**Run 1: the metal 2 layer**

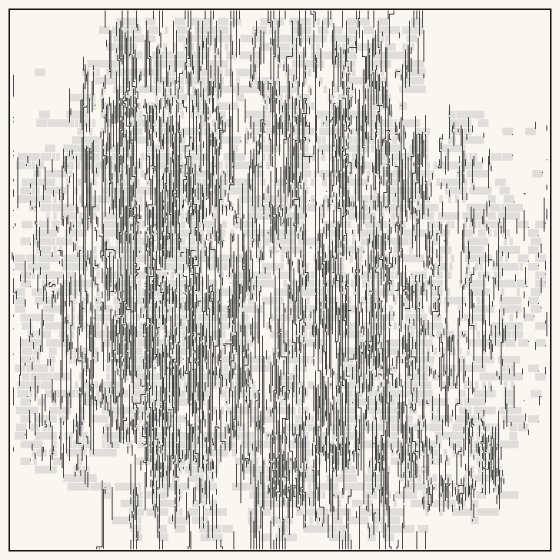
**Run 1: placement by cell class**

Fill, decap, tap and diode cells in grey.
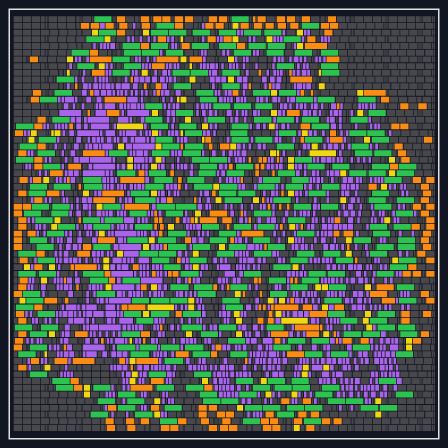
**Run 1: metal 3**

Scale bar: 50 um.
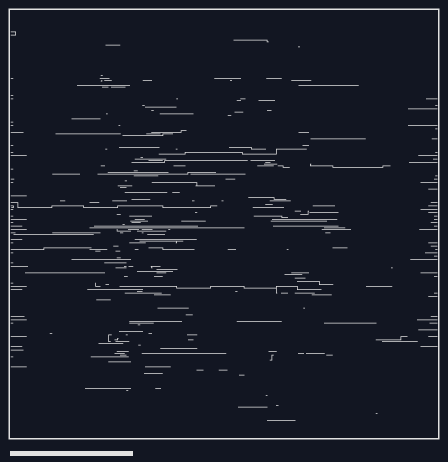
<file path="src/rtl/scan_pkg.sv">
// Shared constants, command and error codes, FSM states and the scan settings record
// used by scan_cmd_parser.
package scan_pkg;

  localparam logic [7:0] HDR_DEFAULT = 8'hA5;

  localparam logic [7:0] CMD_LOAD  = 8'h01;
  localparam logic [7:0] CMD_START = 8'h02;

  localparam logic [1:0] ERR_CHECKSUM = 2'b00;
  localparam logic [1:0] ERR_BAD_CMD  = 2'b01;
  localparam logic [1:0] ERR_TIMEOUT  = 2'b10;
  localparam logic [1:0] ERR_REJECT   = 2'b11;

  localparam int LOAD_LEN = 17;

  typedef enum logic [2:0] {
    IDLE,
    CMD,
    PAYLOAD,
    CHK,
    COMMIT
  } state_t;

  // Field order matches LOAD payload order, so shifting bytes in MSB-first fills it big-endian.
  typedef struct packed {
    logic [15:0] nx_pix;
    logic [15:0] ny_pix;
    logic [31:0] pixel_time;
    logic [15:0] nx_min;
    logic [15:0] nx_max;
    logic [15:0] ny_min;
    logic [15:0] ny_max;
    logic [7:0]  zero_point;
  } scan_cfg_t;

  function automatic logic cfg_ok(input scan_cfg_t c);
    return (c.nx_pix != '0) && (c.ny_pix != '0) &&
           (c.nx_min <= c.nx_max) && (c.ny_min <= c.ny_max);
  endfunction

endpackage

</file>
<file path="src/rtl/scan_cmd_parser_if.sv">
// Host byte stream into the scan command parser: one byte per rx_valid cycle.
interface scan_cmd_parser_if;
  logic [7:0] rx_data;
  logic       rx_valid;

  modport master (output rx_data, output rx_valid);
  modport slave  (input  rx_data, input  rx_valid);
endinterface

</file>
<file path="src/rtl/scan_byte_timer.sv">
// Inter-byte watchdog: counts idle cycles while run is high, restarts on kick,
// and flags expired during the TIMEOUT_CYC-th consecutive idle cycle.
module scan_byte_timer #(
  parameter int unsigned TIMEOUT_CYC = 50000
) (
  input  logic clk,
  input  logic reset,
  input  logic run,
  input  logic kick,
  output logic expired
);

  localparam int unsigned CW = $clog2(TIMEOUT_CYC + 1);

  logic [CW-1:0] count_q;

  assign expired = run && !kick && (count_q == CW'(TIMEOUT_CYC - 1));

  always_ff @(posedge clk) begin
    if (reset || !run || kick) begin
      count_q <= '0;
    end else if (!expired) begin
      count_q <= count_q + 1'b1;
    end
  end

endmodule

</file>
<file path="src/rtl/scan_cmd_parser.sv">
// Scan command parser: HDR, CMD, payload[, CHK] frames into registered scan parameters.
// Define SCAN_CMD_CHECKSUM_EN to require a trailing XOR checksum byte on every frame.
module scan_cmd_parser
  import scan_pkg::*;
#(
  parameter int unsigned TIMEOUT_CYC = 50000,
  parameter logic [7:0]  HDR_BYTE    = HDR_DEFAULT
) (
  input  logic             clk,
  input  logic             reset,
  scan_cmd_parser_if.slave host,
  output logic [15:0]      nx_pix,
  output logic [15:0]      ny_pix,
  output logic [31:0]      pixel_time,
  output logic [15:0]      nx_min,
  output logic [15:0]      nx_max,
  output logic [15:0]      ny_min,
  output logic [15:0]      ny_max,
  output logic [7:0]       zero_point,
  output logic             send_en,
  output logic             cfg_valid,
  output logic             busy,
  output logic             frame_err,
  output logic [1:0]       err_code
);

`ifdef SCAN_CMD_CHECKSUM_EN
  localparam state_t FRAME_END = CHK;
`else
  localparam state_t FRAME_END = COMMIT;
`endif

  state_t    state_q, state_d;
  logic [7:0] cmd_q;
  logic [4:0] idx_q;
  scan_cfg_t shadow_q, cfg_q;
  logic      timer_run, timer_expired;
  logic      take_cmd, take_payload, err_set;
  logic [1:0] err_val;
`ifdef SCAN_CMD_CHECKSUM_EN
  logic [7:0] chk_q;
`endif

  // COMMIT never waits for a byte, so the watchdog only runs while a byte is expected.
  assign timer_run = (state_q != IDLE) && (state_q != COMMIT);
  assign busy      = (state_q != IDLE);

  scan_byte_timer #(
    .TIMEOUT_CYC(TIMEOUT_CYC)
  ) u_timer (
    .clk    (clk),
    .reset  (reset),
    .run    (timer_run),
    .kick   (host.rx_valid),
    .expired(timer_expired)
  );

  always_ff @(posedge clk) begin
    if (reset) state_q <= IDLE;
    else       state_q <= state_d;
  end

  always_comb begin
    // NOTE: every combinational output gets a default first, so no path infers a latch.
    state_d      = state_q;
    take_cmd     = 1'b0;
    take_payload = 1'b0;
    err_set      = 1'b0;
    err_val      = ERR_CHECKSUM;
    unique case (state_q)
      IDLE: begin
        if (host.rx_valid && (host.rx_data == HDR_BYTE)) state_d = CMD;
      end
      CMD: begin
        if (host.rx_valid) begin
          take_cmd = 1'b1;
          if (host.rx_data == CMD_LOAD) begin
            state_d = PAYLOAD;
          end else if (host.rx_data == CMD_START) begin
            state_d = FRAME_END;
          end else begin
            err_set = 1'b1;
            err_val = ERR_BAD_CMD;
            state_d = IDLE;
          end
        end
      end
      PAYLOAD: begin
        if (host.rx_valid) begin
          take_payload = 1'b1;
          if (idx_q == 5'(LOAD_LEN - 1)) state_d = FRAME_END;
        end
      end
`ifdef SCAN_CMD_CHECKSUM_EN
      CHK: begin
        if (host.rx_valid) begin
          if (host.rx_data == chk_q) begin
            state_d = COMMIT;
          end else begin
            err_set = 1'b1;
            err_val = ERR_CHECKSUM;
            state_d = IDLE;
          end
        end
      end
`endif
      COMMIT:  state_d = IDLE;
      default: state_d = IDLE;
    endcase
    if (timer_expired) begin
      take_cmd     = 1'b0;
      take_payload = 1'b0;
      err_set      = 1'b1;
      err_val      = ERR_TIMEOUT;
      state_d      = IDLE;
    end
  end

  always_ff @(posedge clk) begin
    if (reset) begin
      // NOTE: shadows are cleared on reset too, so an abandoned frame leaves nothing behind.
      cmd_q     <= '0;
      idx_q     <= '0;
      shadow_q  <= '0;
      cfg_q     <= '0;
      cfg_valid <= 1'b0;
      send_en   <= 1'b0;
      frame_err <= 1'b0;
      err_code  <= '0;
`ifdef SCAN_CMD_CHECKSUM_EN
      chk_q     <= '0;
`endif
    end else begin
      // NOTE: sequential state uses non-blocking assignments so every register sees pre-edge values.
      send_en   <= 1'b0;
      frame_err <= err_set;
      if (err_set) err_code <= err_val;

      if (state_q == IDLE) begin
        idx_q    <= '0;
        shadow_q <= '0;
      end
      if (take_cmd) cmd_q <= host.rx_data;
      if (take_payload) begin
        shadow_q <= {shadow_q[$bits(scan_cfg_t)-9:0], host.rx_data};
        idx_q    <= idx_q + 5'd1;
      end
`ifdef SCAN_CMD_CHECKSUM_EN
      if (state_q == IDLE) chk_q <= '0;
      else if (take_cmd)   chk_q <= host.rx_data;
      else if (take_payload) chk_q <= chk_q ^ host.rx_data;
`endif

      if (state_q == COMMIT) begin
        if (cmd_q == CMD_LOAD) begin
          if (cfg_ok(shadow_q)) begin
            cfg_q     <= shadow_q;
            cfg_valid <= 1'b1;
          end else begin
            frame_err <= 1'b1;
            err_code  <= ERR_REJECT;
          end
        end else if (cfg_valid) begin
          send_en <= 1'b1;
        end else begin
          frame_err <= 1'b1;
          err_code  <= ERR_REJECT;
        end
      end
    end
  end

  assign nx_pix     = cfg_q.nx_pix;
  assign ny_pix     = cfg_q.ny_pix;
  assign pixel_time = cfg_q.pixel_time;
  assign nx_min     = cfg_q.nx_min;
  assign nx_max     = cfg_q.nx_max;
  assign ny_min     = cfg_q.ny_min;
  assign ny_max     = cfg_q.ny_max;
  assign zero_point = cfg_q.zero_point;

endmodule

</file>
<file path="src/flat_wrapper.sv">
// flat-port wrapper written by rule: the top's interface ports become plain ports
module scan_cmd_parser_flat import scan_pkg::*;
#(
  parameter int unsigned TIMEOUT_CYC = 50000,
  parameter logic [7:0]  HDR_BYTE    = HDR_DEFAULT
)
  (clk, reset, nx_pix, ny_pix, pixel_time, nx_min, nx_max, ny_min, ny_max, zero_point, send_en, cfg_valid, busy, frame_err, err_code, host_rx_data, host_rx_valid);
  scan_cmd_parser_if host_i ();
  input  logic clk;
  input  logic reset;
  output logic [15:0] nx_pix;
  output logic [15:0] ny_pix;
  output logic [31:0] pixel_time;
  output logic [15:0] nx_min;
  output logic [15:0] nx_max;
  output logic [15:0] ny_min;
  output logic [15:0] ny_max;
  output logic [7:0] zero_point;
  output logic send_en;
  output logic cfg_valid;
  output logic busy;
  output logic frame_err;
  output logic [1:0] err_code;
  input wire logic [$bits(host_i.rx_data)-1:0] host_rx_data;
  input wire logic [$bits(host_i.rx_valid)-1:0] host_rx_valid;
  assign host_i.rx_data = host_rx_data;
  assign host_i.rx_valid = host_rx_valid;
  scan_cmd_parser #(.TIMEOUT_CYC(TIMEOUT_CYC), .HDR_BYTE(HDR_BYTE)) u_core (.clk(clk), .reset(reset), .host(host_i), .nx_pix(nx_pix), .ny_pix(ny_pix), .pixel_time(pixel_time), .nx_min(nx_min), .nx_max(nx_max), .ny_min(ny_min), .ny_max(ny_max), .zero_point(zero_point), .send_en(send_en), .cfg_valid(cfg_valid), .busy(busy), .frame_err(frame_err), .err_code(err_code));
endmodule
</file>
<file path="config.mk">
export PLATFORM = sky130hd
export DESIGN_NAME = scan_cmd_parser_flat
export DESIGN_NICKNAME = d
export VERILOG_FILES = /design/src/rtl/scan_pkg.sv /design/src/rtl/scan_cmd_parser_if.sv /design/src/rtl/scan_byte_timer.sv /design/src/rtl/scan_cmd_parser.sv /design/src/flat_wrapper.sv
export SDC_FILE = /design/constraint.sdc
export NUM_CORES = 1
export LEC_CHECK = 0
export ABC_AREA = 1
export CAP_MARGIN = 20
export CORE_UTILIZATION = 45
export CTS_BUF_LIST = sky130_fd_sc_hd__clkbuf_4
export DETAILED_ROUTE_END_ITERATION = 12
export GPL_TIMING_DRIVEN = 0
export MAX_ROUTING_LAYER = met4
export PLACE_DENSITY = 0.69
export SETUP_SLACK_MARGIN = 0.15
export SYNTH_ARGS = -nofsm -noshare
export SYNTH_HDL_FRONTEND = slang
export SYNTH_SLANG_ARGS = --single-unit
</file>
<file path="constraint.sdc">
create_clock -name clk -period 2.5 [get_ports clk]
set_clock_uncertainty 0.05 [all_clocks]
set_input_delay 0.5 -clock clk [delete_from_list [all_inputs] [get_ports clk]]
set_output_delay 0.5 -clock clk [all_outputs]
set_load 0.01 [all_outputs]
</file>
==> Slide: Implementation Results, run 1 <==
Key Metrics from the Run

Outcome
  – Status: complete, no violations

Drt
  – Final wirelength: 38700 um
  – Routed len/inst: 15.1 um
  – Via density: 5.06
  – Post-route ant nets: 0
  – TritonRoute pass-1 iters: 6
  – Highest Signal Layer: met4
  – DR WL met2: 18400 um
  – DR DRC count: 0
  – Routed wl met3: 2210 um
  – Metal-1 WL: 17100 um
  – Drt initial violations: 858
  – Vias after detailed routing: 13017

Final timing
  – Final worst-path cycle share: 98.5%
  – RSZ-0062 raised after global routing: true
  – Final Setup Violations: 0
  – FMAX: 0.406 GHz
  – Final Max Slew Viols: 0
  – Final Hold Viols: 0
  – Setup slack after layout: 37.6 ps
  – Worst-margin pin slew: 964 ps
  – Tmin final: 2460 ps
  – Setup_tns: 0 ps

Clock network
  – Late-Pin Clk Latency: 720 ps
  – Clock-pin transition on the worst setup and hold timing paths: 60 ps
  – Post-cts repair resize count: 68
  – Clock buffer depth: 3
  – Postcts setup bufs: 11
  – CTS tree: done
  – Clock Root Buffer: clkbuf_4
  – CTS Hold Bufs: 0
  – H-tree levels: 3
  – Sink Count: 309
  – Total CTS buffers: 81

Synth
  – Top cells, area: dfxtp_1 (47%), nand2_1 (14%), nor2_1 (8.9%)
  – Seq share, synth: 46.6%
  – Library cells used by synthesis: 34
  – Cell total in the yosys stat output: 1855
  – Top FF cell, synth: dfxtp_1
  – Mapped Avg Cell Area: 7.15 um2
  – Syn Nets: 1901
  – Simple share: 31.6%
  – Seq cells post-synth: 309
  – Gate Count Post-Synth: 1855
  – Count leader, synth: nand2_1
  – Area leader, netlist: dfxtp_1
  – Synth Warn #: 0
  – Logic family by area: simple AND/OR/NAND/NOR gates
  – Aoi share: 7.93%
  – Yosys adder share: 3.30%
  – Area fraction in mux cells: 0%
  – XOR-XNOR Cells, Area Fraction: 0.264%
  – Synth async-reset ratio: 0%
  – Commonest cells post-synth: nand2_1 (481), nor2_1 (314), dfxtp_1 (309)
  – Top-area cell share: 46.6%
  – Synthesized area: 13300 um2

Finish
  – Plain + repair buffers: 315
  – Ant diodes: 1
  – Buffering overhead: 17.3%
  – Leading cell kind: registers
  – Area growth syn-to-layout: 32.7%
  – Largest register FFs: 136
  – Nets@finish: 2176
  – Comb/total area: 34.3%
  – Most instantiated logic cells after routing: nand2_1 (471), nor2_1 (301), dfxtp_1 (273), inv_1 (174), a21oi_1 (171)
  – Flops: 309
  – Seq area share: 35.4%
  – Final instance area: 17600 um2
  – Top reg by flops: u_core.shadow_q
  – Mi-comb count: 1236
  – Clock tree buffer count of the final layout: 122
  – Non-clk invs: 187
  – Filler cells: 2613
  – Layout cells sized above 1: 15.3%
  – Finished Layout Cells: 2570
  – Logic area: 6050 um2
  – Commonest Layout Cell: nand2_1

Critical path
  – CP Max Fanout: 5
  – CP Depth: 15
  – CP startpoint kind: register
  – Crit path to: u_core.pixel_time[1]
  – Worst path cell trace: inv_2 > ha_4 > nand2_4 > nor2_4 > nand4_1 > inv_2 > nand4_1 > buf_4 > a21oi_4 > buf_12 > buf_4 > buf_6 > nand4_1 > nand2_1 > nor2_1
  – Crit end category: register
  – Arrival time worst endpoint: 3000 ps
  – Reg2reg start: u_core.shadow_q[21]
  – Reg2reg end: u_core.pixel_time[1]
  – Family with the most delay on the worst path: buffers and inverters
  – Cells on worst reg2reg path: 15
  – Reg-to-reg setup timing slack: 40 ps
  – Critical path's slowest cell: dfxtp_2
  – Worst Setup SP: u_core.shadow_q[21]
  – Crit path DRT: 3040 ps
  – Crit path top cell by count: nand4_1
  – CP bufs+invs: 6
  – Critical setup path kind: reg -> reg
  – Largest stage delay, worst path: 370 ps

Global routing
  – Largest net degree at the start of global routing: 12
  – Vias in the first global route: 12002
  – Gr usage total: 24.9%
  – Antenna violations before repair: 1
  – Gr ovfl total: 0
  – First-pass GRT wire length: 59400 um

Pwr
  – Net Sw Frac: 28.5%
  – PD cells: 632 nW/um2
  – Peak VDD IR: 0.000356 V
  – Comb power frac: 13.2%
  – Sequential Power Share: 45.0%
  – Cell Int Power: 7.95 mW
  – Total Power: 11.1 mW
  – Clk network pwr share: 41.8%
  – P_leak: 6.50 nW
  – Switching power: 3.17 mW

Floorplanning
  – Fp_density: 46.0%
  – Core Box Area: 28900 um2
  – Core Rows: 62
  – Die area: 30200 um2
  – Horiz. Die Dim: 174 um
  – Num tapcells: 384
  – Boundary Pins: 153

Worst hold path
  – Worst hold path type: in -> reg
  – Hold depth: 3
  – Hold worst-path end: u_core.shadow_q[1]
  – Worst hold path startpoint: host_rx_data[1]

Placed design
  – GP Congestion: 0.944
  – Hpwl dp: 25900 um
  – I/O Buffers: 151
  – Placed Instances: 2390
  – Cell area after placement: 15300 um2
  – Setup slack at placement: -329 ps

Flow run
  – Tool Warnings: 29
  – Max cap viols: 0
-- 'the metal 2 layer' (at the start) --
The layer carries 18400 um of wire. 1729 nets have wire on it. The longest straight run is 90.1 um. The wires run mostly vertical.

-- 'placement by cell class' (at the start) --
other buffers and delay cells: marked orange, cells 315. clock drivers and dummy loads: marked yellow, cells 138. all other logic: marked purple, cells 1423. flip-flops: marked green, cells 309.

-- 'metal 3' (at the start) --
201 nets have wire on it. The wires run mostly horizontal. The layer carries 2210 um of wire.

[run 1: layer usage]
metal	vias up	track usage, %
met4	0	9.36
met2	436	39.9
met1	5963	31.1
met5	-	-
li1	6536	-
met3	82	4.74
[run 1: power by group through the flow]
stage                     Sequential, mW  Combinational, mW  Clock (mW)
final                               5.01               1.47        4.65
after global routing                5.01               1.61        4.99
after CTS                           5.01               1.40        4.74
after detailed placement            5.12               1.40           0
after global placement              5.12               1.38           0
after floorplan                     5.11              0.964           0
[run 1: kinds of logic after synthesis]
| group | after synthesis |
|---|---|
| flops | 309 |
| compound gates | 206 |
| simple gates | 991 |
| buf+inv | 310 |
| fa+ha+maj | 35 |
| xor+xnor | 4 |
## Run 2: what changed since run 1
==> constraint.sdc (replaced) <==
create_clock -name clk -period 2.99 [get_ports clk]
set_clock_uncertainty 0.05 [all_clocks]
set_input_delay 0.598 -clock clk [delete_from_list [all_inputs] [get_ports clk]]
set_output_delay 0.598 -clock clk [all_outputs]
set_load 0.01 [all_outputs]
==> run 2 against run 1 <==
Compared with the run above: worst hold slack improved by 25 ps; register-to-register slack improved by 260 ps; sequential power fell by 16%; via count shrank 3.0%; routed wire length is 7.3% lower; die size unchanged; utilization down 4.4 points; non-clock buffer count shrank 41; total power decreased by 17%; flip-flop count is the same; critical path type unchanged; critical endpoint is now u_core.nx_min[0]; largest power group unchanged.
==> Slide: Implementation Results, run 2 <==
Key Metrics from the Run

Flow run
  – Tool Warnings: 27

Global routing
  – Most used routing layer: met2
  – Antenna violations before repair: 1
  – Met1 Use GR: 30.5%
  – Largest net degree at the start of global routing: 12
  – Gr usage total: 24.2%
  – First-pass GRT wire length: 58000 um
  – Gr ovfl total: 0
  – Vias in the first global route: 11809

Critical path
  – Crit path DRT: 3520 ps
  – Largest stage delay, worst path: 500 ps
  – Critical path's slowest cell: a21oi_4
  – Reg-to-reg setup timing slack: 290 ps
  – Family with the most delay on the worst path: simple AND/OR/NAND/NOR gates
  – CP bufs+invs: 3
  – Cells on worst reg2reg path: 12
  – Reg2reg end: u_core.nx_min[0]
  – Reg2reg start: u_core.shadow_q[21]
  – CP Max Fanout: 10
  – CP startpoint kind: register
  – Worst Setup SP: u_core.shadow_q[21]
  – Crit path to: u_core.nx_min[0]

Drt
  – Metal-1 WL: 16400 um
  – Highest Signal Layer: met4
  – Via density: 4.99
  – TritonRoute pass-1 iters: 5
  – Drt initial violations: 830
  – Routed len/inst: 14.2 um
  – Vias after detailed routing: 12622
  – DR DRC count: 0
  – Routed wl met3: 1920 um
  – Final wirelength: 35900 um

Final timing
  – Setup_tns: 0 ps
  – Final Max Slew Viols: 0
  – RSZ-0062 raised after global routing: false
  – Final Hold Viols: 0
  – Setup slack after layout: 293 ps
  – FMAX: 0.371 GHz
  – Tmin final: 2700 ps
  – Final Setup Violations: 0

Clock network
  – Sink Count: 309
  – CTS Hold Bufs: 0
  – Late-Pin Clk Latency: 710 ps
  – Total CTS buffers: 81
  – CTS tree: done
  – Clock Root Buffer: clkbuf_4
  – Clock buffer depth: 3
  – H-tree levels: 3

Finish
  – Comb/total area: 35.0%
  – Commonest Layout Cell: nand2_1
  – Seq area share: 37.8%
  – Plain + repair buffers: 274
  – Filler cells: 2843
  – Clock tree buffer count of the final layout: 122
  – Layout cells sized above 1: 9.33%
  – Ant diodes: 1
  – Top reg by flops: u_core.shadow_q
  – Flops: 309
  – Nets@finish: 2135
  – Area growth syn-to-layout: 23.2%
  – Mi-comb count: 1236
  – Logic area: 5730 um2
  – Final instance area: 16400 um2
  – Leading cell kind: registers
  – Buffering overhead: 13.3%

Synth
  – Yosys adder share: 3.30%
  – Seq cells post-synth: 309
  – Top-area cell share: 46.6%
  – Gate Count Post-Synth: 1855
  – Top cells, area: dfxtp_1 (47%), nand2_1 (14%), nor2_1 (8.9%)
  – Synth async-reset ratio: 0%
  – Logic family by area: simple AND/OR/NAND/NOR gates
  – XOR-XNOR Cells, Area Fraction: 0.264%
  – Synth Warn #: 0
  – Simple share: 31.6%
  – Area fraction in mux cells: 0%
  – Aoi share: 7.93%
  – Seq share, synth: 46.6%
  – Cell total in the yosys stat output: 1855
  – Mapped Avg Cell Area: 7.15 um2

Outcome
  – Status: complete, no violations

Pwr
  – Total Power: 9.25 mW
  – Peak VDD IR: 0.000337 V
  – P_leak: 6.03 nW

Floorplanning
  – Core Rows: 62
  – Boundary Pins: 153
  – Die area: 30200 um2
  – Num tapcells: 384
  – Fp_density: 46.0%
  – Core Box Area: 28900 um2

Placed design
  – Setup slack at placement: 151 ps
  – GP Congestion: 0.944
  – Hpwl dp: 25900 um

Worst hold path
  – Hold depth: 2
  – Worst hold path startpoint: u_core.shadow_q[132]
==> run 2: where the power goes <==
part / internal (mW) / total [mW] / switching, mW
sequential: 4.16 / 4.19 / 0.0301
combinational: 0.289 / 1.19 / 0.901
clock: 2.19 / 3.87 / 1.68
total: 6.64 / 9.25 / 2.61
==> run 2: what timing repair did <==
action | in CTS | in global routing
endpoints found under the hold margin | 0 | 0
gates resized | 1 | 0
setup endpoints to repair | 1 | 0
setup buffers | 0 | 0
==> run 2: through the flow <==
step | cells | hold slack (ps)
2_1_floorplan | 1855 | 380
3_3_place_gp | 2390 | 393
3_5_place_dp | 2390 | 405
4_1_cts | 2528 | 412
5_1_grt | 2529 | 428
6_report | 2529 | 411
==> run 2: worst min-delay path: stages, from the launching register on <==
cell     delay, ps
dfxtp_1        310
nand2_1         60
a21oi_1         50
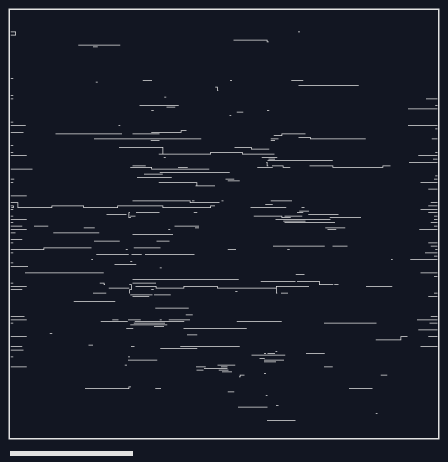
**Above:** run 2 (metal 3).
Scale bar: 50 um.
The longest straight run is 43.2 um. The layer holds 5.4% of the routed length.

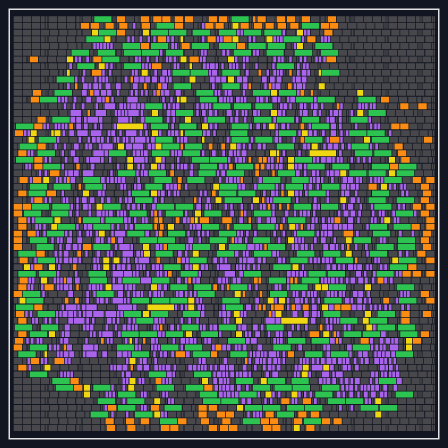
**Above:** run 2 (placement by cell class).
Fill, decap, tap and diode cells in grey.
clock drivers and dummy loads: marked yellow, cells 138. other buffers and delay cells: marked orange, cells 274. flip-flops: marked green, cells 309. all other logic: marked purple, cells 1423.

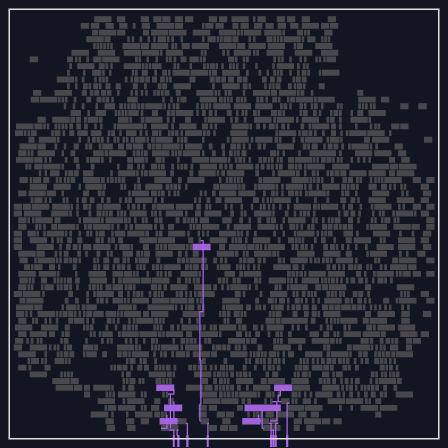
**Above:** run 2 (I/O nets highlighted).
zero_point: marked purple, bits 8, direction output, end cells 8, buffers 8, wire 211 um.

## Run 3: what changed since run 2
--- a/config.mk
+++ b/config.mk
@@ -11,6 +11,7 @@
 export CTS_BUF_LIST = sky130_fd_sc_hd__clkbuf_4
 export DETAILED_ROUTE_END_ITERATION = 12
 export GPL_TIMING_DRIVEN = 0
+export HOLD_SLACK_MARGIN = 0.15
 export MAX_ROUTING_LAYER = met4
 export PLACE_DENSITY = 0.69
 export SETUP_SLACK_MARGIN = 0.15
==> run 3 against run 2 <==
Compared with the run above: synthesized area is the same; setup slack unchanged; first-iteration DRC count is the same; non-clock buffer count is the same; flip-flop count stayed put; sequential share of layout area is the same; combinational power about the same; cell count did not move; clock power about the same; critical path type unchanged; highest routed layer unchanged.
==> Slide: Implementation Results, run 3 <==
Key Metrics from the Run

Outcome
  – Status: complete, no violations

Floorplanning
  – Core Rows: 62
  – Die area: 30200 um2

Clock network
  – CTS tree: done
  – Clock buffer depth: 3
  – CTS Hold Bufs: 0
  – Total CTS buffers: 81
  – Postcts setup bufs: 0
  – Post-cts repair resize count: 1
  – Clock Root Buffer: clkbuf_4
  – H-tree levels: 3
  – Sink Count: 309

Critical path
  – Critical setup path kind: reg -> reg
  – Reg-to-reg setup timing slack: 290 ps
  – CP startpoint kind: register
  – Reg2reg start: u_core.shadow_q[21]
  – Largest stage delay, worst path: 500 ps
  – Crit path DRT: 3520 ps

Final timing
  – Hold WS: 411 ps
  – Tmin final: 2700 ps
  – Final Setup Violations: 0
  – Final Hold Viols: 0
  – Worst-margin pin slew: 978 ps
  – Final worst-path cycle share: 90.2%

Pwr
  – Net Sw Frac: 28.2%
  – Comb pwr: 1.19 mW
  – Seq group: 4.19 mW
  – Main power group: registers
  – Switching power: 2.61 mW
  – P_leak: 6.03 nW
  – Comb power frac: 12.9%
  – Peak VDD IR: 0.000337 V

Placed design
  – Cell area after placement: 15300 um2
  – Placed Instances: 2390
  – GP Congestion: 0.944
  – I/O Buffers: 151

Global routing
  – First-pass GRT wire length: 58000 um
  – Largest net degree at the start of global routing: 12
  – Vias in the first global route: 11809
  – Antenna violations before repair: 1
  – Routing usage on met3: 4.36%
  – Gr usage total: 24.2%
  – GR Util met2: 38.8%
  – Gr ovfl total: 0
  – Met1 Use GR: 30.5%
  – Most used routing layer: met2

Synth
  – Top-area cell share: 46.6%
  – Synthesized area: 13300 um2
  – Cell total in the yosys stat output: 1855
  – Seq share, synth: 46.6%
  – Commonest cells post-synth: nand2_1 (481), nor2_1 (314), dfxtp_1 (309)
  – Top FF cell, synth: dfxtp_1
  – Seq cells post-synth: 309
  – Area leader, netlist: dfxtp_1

Finish
  – Flops: 309
  – Comb/total area: 35.0%
  – Leading cell kind: registers
  – Layout cells sized above 1: 9.33%
  – Logic area: 5730 um2
  – Ant diodes: 1
  – Plain + repair buffers: 274

Drt
  – Routed wl met3: 1920 um
  – Final wirelength: 35900 um
  – Vias after detailed routing: 12622
  – Metal-1 WL: 16400 um
  – Via density: 4.99
  – DR DRC count: 0

Worst hold path
  – Worst hold path type: reg -> reg
  – Worst hold path startpoint: u_core.shadow_q[132]
  – Hold depth: 2

Flow run
  – Max cap viols: 0
  – Tool Warnings: 27
-- run 3: cells by family after synthesis --
| logic type | after synthesis | share of synthesized area [%] |
|---|---|---|
| DFF | 309 | 46.6 |
| and+or+nand+nor | 991 | 31.6 |
| buffers and inverters | 310 | 10.3 |
| AOI/OAI and AO/OA | 206 | 7.93 |
| xor gates and xnor gates | 4 | 0.264 |
| adders and majority gates | 35 | 3.30 |
-- run 3: worst max-delay path by stage --
| stage | to | slack (ps) | cells past startpoint |
|---|---|---|---|
| 2_1_floorplan | u_core.ny_max[10] | 980 | 12 |
| 3_3_place_gp | u_core.nx_min[0] | 180 | 11 |
| 3_5_place_dp | u_core.shadow_q[27] | 150 | 8 |
| 4_1_cts | busy | 310 | 5 |
| 5_1_grt | u_core.nx_min[0] | 150 | 12 |
| 6_report | u_core.nx_min[0] | 290 | 12 |
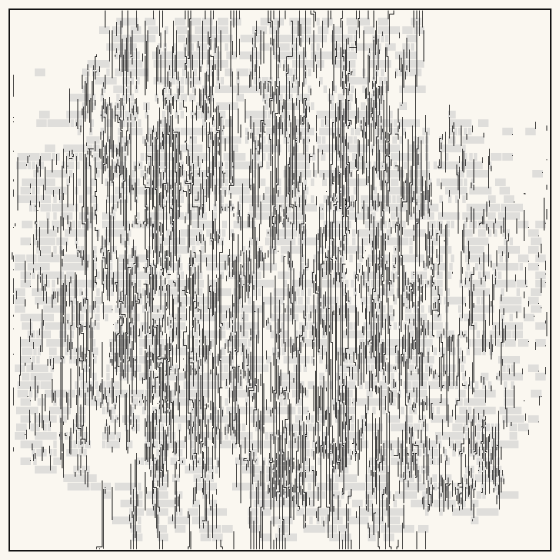
**Above:** run 3 (the metal 2 layer).
The longest straight run is 85.3 um. The wires run mostly vertical. The layer holds 47% of the routed length. 1676 nets have wire on it.

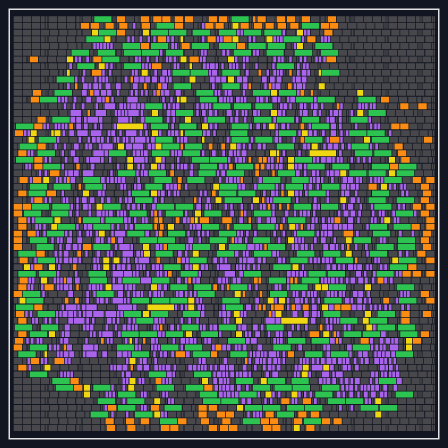
**Above:** run 3 (placement by cell class).
Fill, decap, tap and diode cells in grey.
flip-flops: marked green, cells 309. all other logic: marked purple, cells 1423. clock drivers and dummy loads: marked yellow, cells 138. other buffers and delay cells: marked orange, cells 274.

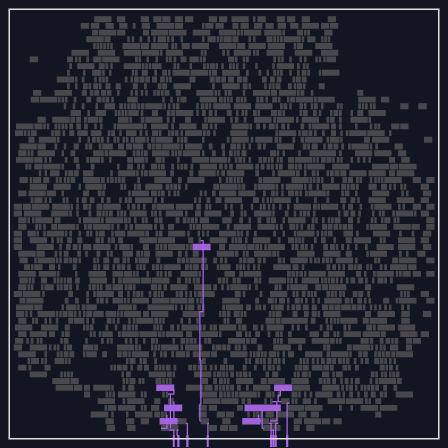
**Above:** run 3 (I/O nets highlighted).
zero_point: marked purple, bits 8, direction output, end cells 8, buffers 8, wire 211 um.

Power and IR drop assume default switching activity.
